--- src/rtl/cim_pkg.sv ---
// Shared types and helpers for the tile-accumulate controller.
// Holds tile geometry, tile type, memory-word packing and FSM states.
package cim_pkg;

    localparam int TILE_N    = 6;
    localparam int ELEM_W    = 12;
    localparam int MEM_W     = 512;
    localparam int TILE_BITS = TILE_N * TILE_N * ELEM_W;

    typedef logic signed [TILE_N-1:0][TILE_N-1:0][ELEM_W-1:0] tile_t;

    typedef enum logic [1:0] {
        ST_IDLE,
        ST_READ,
        ST_WAIT,
        ST_WRITE
    } state_t;

    // Element [i][j] lives at bits [(6i+j)*12 +: 12]; upper bits are zero.
    function automatic logic [MEM_W-1:0] tile_pack(input tile_t t);
        logic [MEM_W-1:0] w;
        w = '0;
        for (int i = 0; i < TILE_N; i++) begin
            for (int j = 0; j < TILE_N; j++) begin
                w[(TILE_N*i+j)*ELEM_W +: ELEM_W] = t[i][j];
            end
        end
        return w;
    endfunction

    function automatic tile_t tile_unpack(input logic [MEM_W-1:0] w);
        tile_t t;
        for (int i = 0; i < TILE_N; i++) begin
            for (int j = 0; j < TILE_N; j++) begin
                t[i][j] = w[(TILE_N*i+j)*ELEM_W +: ELEM_W];
            end
        end
        return t;
    endfunction

endpackage

--- src/rtl/cim_tile_add.sv ---
// 36-lane element-wise tile adder.
// Each lane is a 12-bit two's-complement add that wraps on overflow.
module cim_tile_add
    import cim_pkg::*;
(
    input  tile_t a_i,
    input  tile_t b_i,
    output tile_t sum_o
);

    // Lane-wise wrapping add; carry out of bit 11 is discarded.
    always_comb begin
        sum_o = '0;
        for (int i = 0; i < TILE_N; i++) begin
            for (int j = 0; j < TILE_N; j++) begin
                sum_o[i][j] = a_i[i][j] + b_i[i][j];
            end
        end
    end

endmodule

--- src/rtl/cim_accum_ctrl.sv ---
// Tile-accumulate sequencer: read partial sum, add PE tile, write back.
// One tile in flight at a time, so no read-modify-write hazards exist.
module cim_accum_ctrl
    import cim_pkg::*;
#(
    parameter int RD_LAT = 1,
    parameter int ADDR_W = 8,
    parameter int CNT_W  = 16
) (
    input  logic              clock,
    input  logic              reset,
    input  tile_t             pe_tile_i,
    input  logic [ADDR_W-1:0] pe_addr_i,
    input  logic              pe_first_i,
    input  logic              pe_valid_i,
    output logic              pe_ready_o,
    output logic              mem_rd_en_o,
    output logic              mem_wr_en_o,
    output logic [ADDR_W-1:0] mem_addr_o,
    input  logic [MEM_W-1:0]  mem_rd_data_i,
    output logic [MEM_W-1:0]  mem_wr_data_o,
    output logic              done_o,
    output logic [CNT_W-1:0]  acc_count_o
);

    localparam int WC_W = $clog2(RD_LAT + 1);

    state_t            r_state;
    state_t            w_next;
    logic [WC_W-1:0]   r_wait;
    tile_t             r_pe;
    tile_t             r_mem;
    tile_t             w_sum;
    logic [ADDR_W-1:0] r_addr;
    logic [CNT_W-1:0]  r_count;
    logic              w_accept;
    logic              w_unused;

    assign w_accept = (r_state == ST_IDLE) && pe_valid_i;
    assign w_unused = ^mem_rd_data_i[MEM_W-1:TILE_BITS];

    cim_tile_add u_add (
        .a_i   (r_mem),
        .b_i   (r_pe),
        .sum_o (w_sum)
    );

    // State register; reset aborts any pending read or write.
    always_ff @(posedge clock or posedge reset) begin
        if (reset) r_state <= ST_IDLE;
        else       r_state <= w_next;
    end

    // Next-state and strobe decode.
    always_comb begin
        w_next      = r_state;
        pe_ready_o  = 1'b0;
        mem_rd_en_o = 1'b0;
        mem_wr_en_o = 1'b0;
        done_o      = 1'b0;
        unique case (r_state)
            ST_IDLE: begin
                pe_ready_o = 1'b1;
                if (pe_valid_i) begin
                    w_next = pe_first_i ? ST_WRITE : ST_READ;
                end
            end
            ST_READ: begin
                mem_rd_en_o = 1'b1;
                w_next      = ST_WAIT;
            end
            ST_WAIT: begin
                if (r_wait == WC_W'(1)) w_next = ST_WRITE;
            end
            ST_WRITE: begin
                mem_wr_en_o = 1'b1;
                done_o      = 1'b1;
                w_next      = ST_IDLE;
            end
            default: w_next = ST_IDLE;
        endcase
    end

    // Tile/address capture, read-latency countdown and completion count.
    always_ff @(posedge clock or posedge reset) begin
        if (reset) begin
            r_pe    <= '0;
            r_mem   <= '0;
            r_addr  <= '0;
            r_wait  <= '0;
            r_count <= '0;
        end else begin
            if (w_accept) begin
                r_pe   <= pe_tile_i;
                r_addr <= pe_addr_i;
                if (pe_first_i) r_mem <= '0;
            end
            if (r_state == ST_READ) begin
                r_wait <= WC_W'(RD_LAT);
            end
            if (r_state == ST_WAIT) begin
                r_wait <= r_wait - WC_W'(1);
                if (r_wait == WC_W'(1)) begin
                    r_mem <= tile_unpack(mem_rd_data_i);
                end
            end
            if (r_state == ST_WRITE) begin
                r_count <= r_count + CNT_W'(1);
            end
        end
    end

    assign mem_addr_o    = r_addr;
    assign mem_wr_data_o = tile_pack(w_sum);
    assign acc_count_o   = r_count;

endmodule

--- config.mk ---
export PLATFORM = sky130hd
export DESIGN_NAME = cim_accum_ctrl
export DESIGN_NICKNAME = d
export VERILOG_FILES = /design/src/rtl/cim_pkg.sv /design/src/rtl/cim_tile_add.sv /design/src/rtl/cim_accum_ctrl.sv
export SDC_FILE = /design/constraint.sdc
export NUM_CORES = 2
export LEC_CHECK = 0
export CORE_AREA = 2 2 580 582
export DETAILED_ROUTE_END_ITERATION = 10
export DIE_AREA = 0 0 582 584
export GPL_ROUTABILITY_DRIVEN = 0
export MAX_ROUTING_LAYER = met4
export PLACE_DENSITY_LB_ADDON = 0.3
export RECOVER_POWER = 50
export REMOVE_ABC_BUFFERS = 1
export SETUP_SLACK_MARGIN = 0.15
export SYNTH_ARGS = -nofsm -noshare
export SYNTH_HDL_FRONTEND = slang
export SYNTH_SLANG_ARGS = --single-unit
--- constraint.sdc ---
create_clock -name clock -period 74.6 [get_ports clock]
set_input_delay 22.38 -clock clock [delete_from_list [all_inputs] [get_ports clock]]
set_output_delay 22.38 -clock clock [all_outputs]
set_load 0.05 [all_outputs]
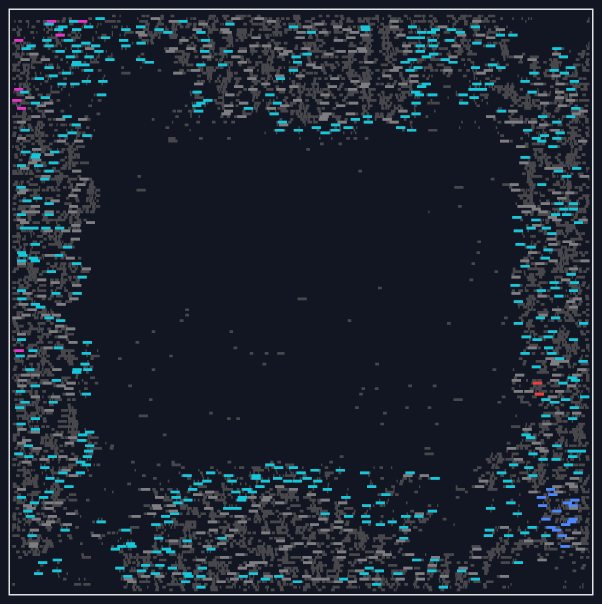
(images/registers.png)
Drawn at 1 px/µm. Other sequential cells in the stronger grey, the rest of the logic in the fainter grey.
- cyan: r_pe (flops 432; where all over the die)
- blue: acc_count_o (flops 16; where lower right)
- magenta: mem_addr_o (flops 8; where upper left)
- red: r_state (flops 2)

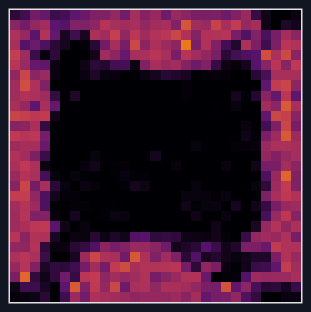
(images/density.png)
Drawn at 0.5 px/µm. The die is cut into 29 by 29 equal tiles; black is low, pale yellow is high, 0 to 100% covered.
- nearly empty tiles: 36%
- fullest tile: 69%
- emptiest ninth of the die: centre
- mean over tiles: 20%

==> run notes <==
Summary of the current implementation state.

- The flow ran to the end, but the final reports show violations.
- The final reports fail on max-capacitance violations, max-slew violations.
- The fmax is 0.0283 GHz, for reference.
- For reference, the critical path is captured by r_mem[13].
- The number of warnings in the stage logs is 122, for reference.
- Setup repair after global routing left no endpoint under its margin.
- The post-route utilization of the core is recorded as 0.217.
- Detailed placement reports a standard cell area of 68000 µm².
- The first global-routing pass estimated 356 mm of wire.
- The run reported a max-capacitance violation count of 19.
- The clock arrives with 23.1 ps of skew.
- The core utilization before placement is 0.150, for reference.
- The final layout contains 7723 nets.
- The peak per-stage delay on the critical path is 6060 ps, for reference.
- The maximum clock path buffer count is 4, for reference.
- met2 track demand over resource after global routing is 0.231.
- Detailed routing placed a total of 22.7 mm of wire on met3.
- Per the final report, max-transition violations number 1226.
- The library cell used as clock root buffer is sky130_fd_sc_hd__clkbuf_16, for reference.
- Routed signal wires occupy layers up through met4.
- The top-area cell type share of the netlist area is 0.446, for reference.
- The async set-reset flop share out of synthesis is 1.00, for reference.
- Sorting the Yosys area breakdown by cell type puts at the top sky130_fd_sc_hd__dfrtp_1.
- Across all setup checks in the final design, the least slack found is 39320 ps.
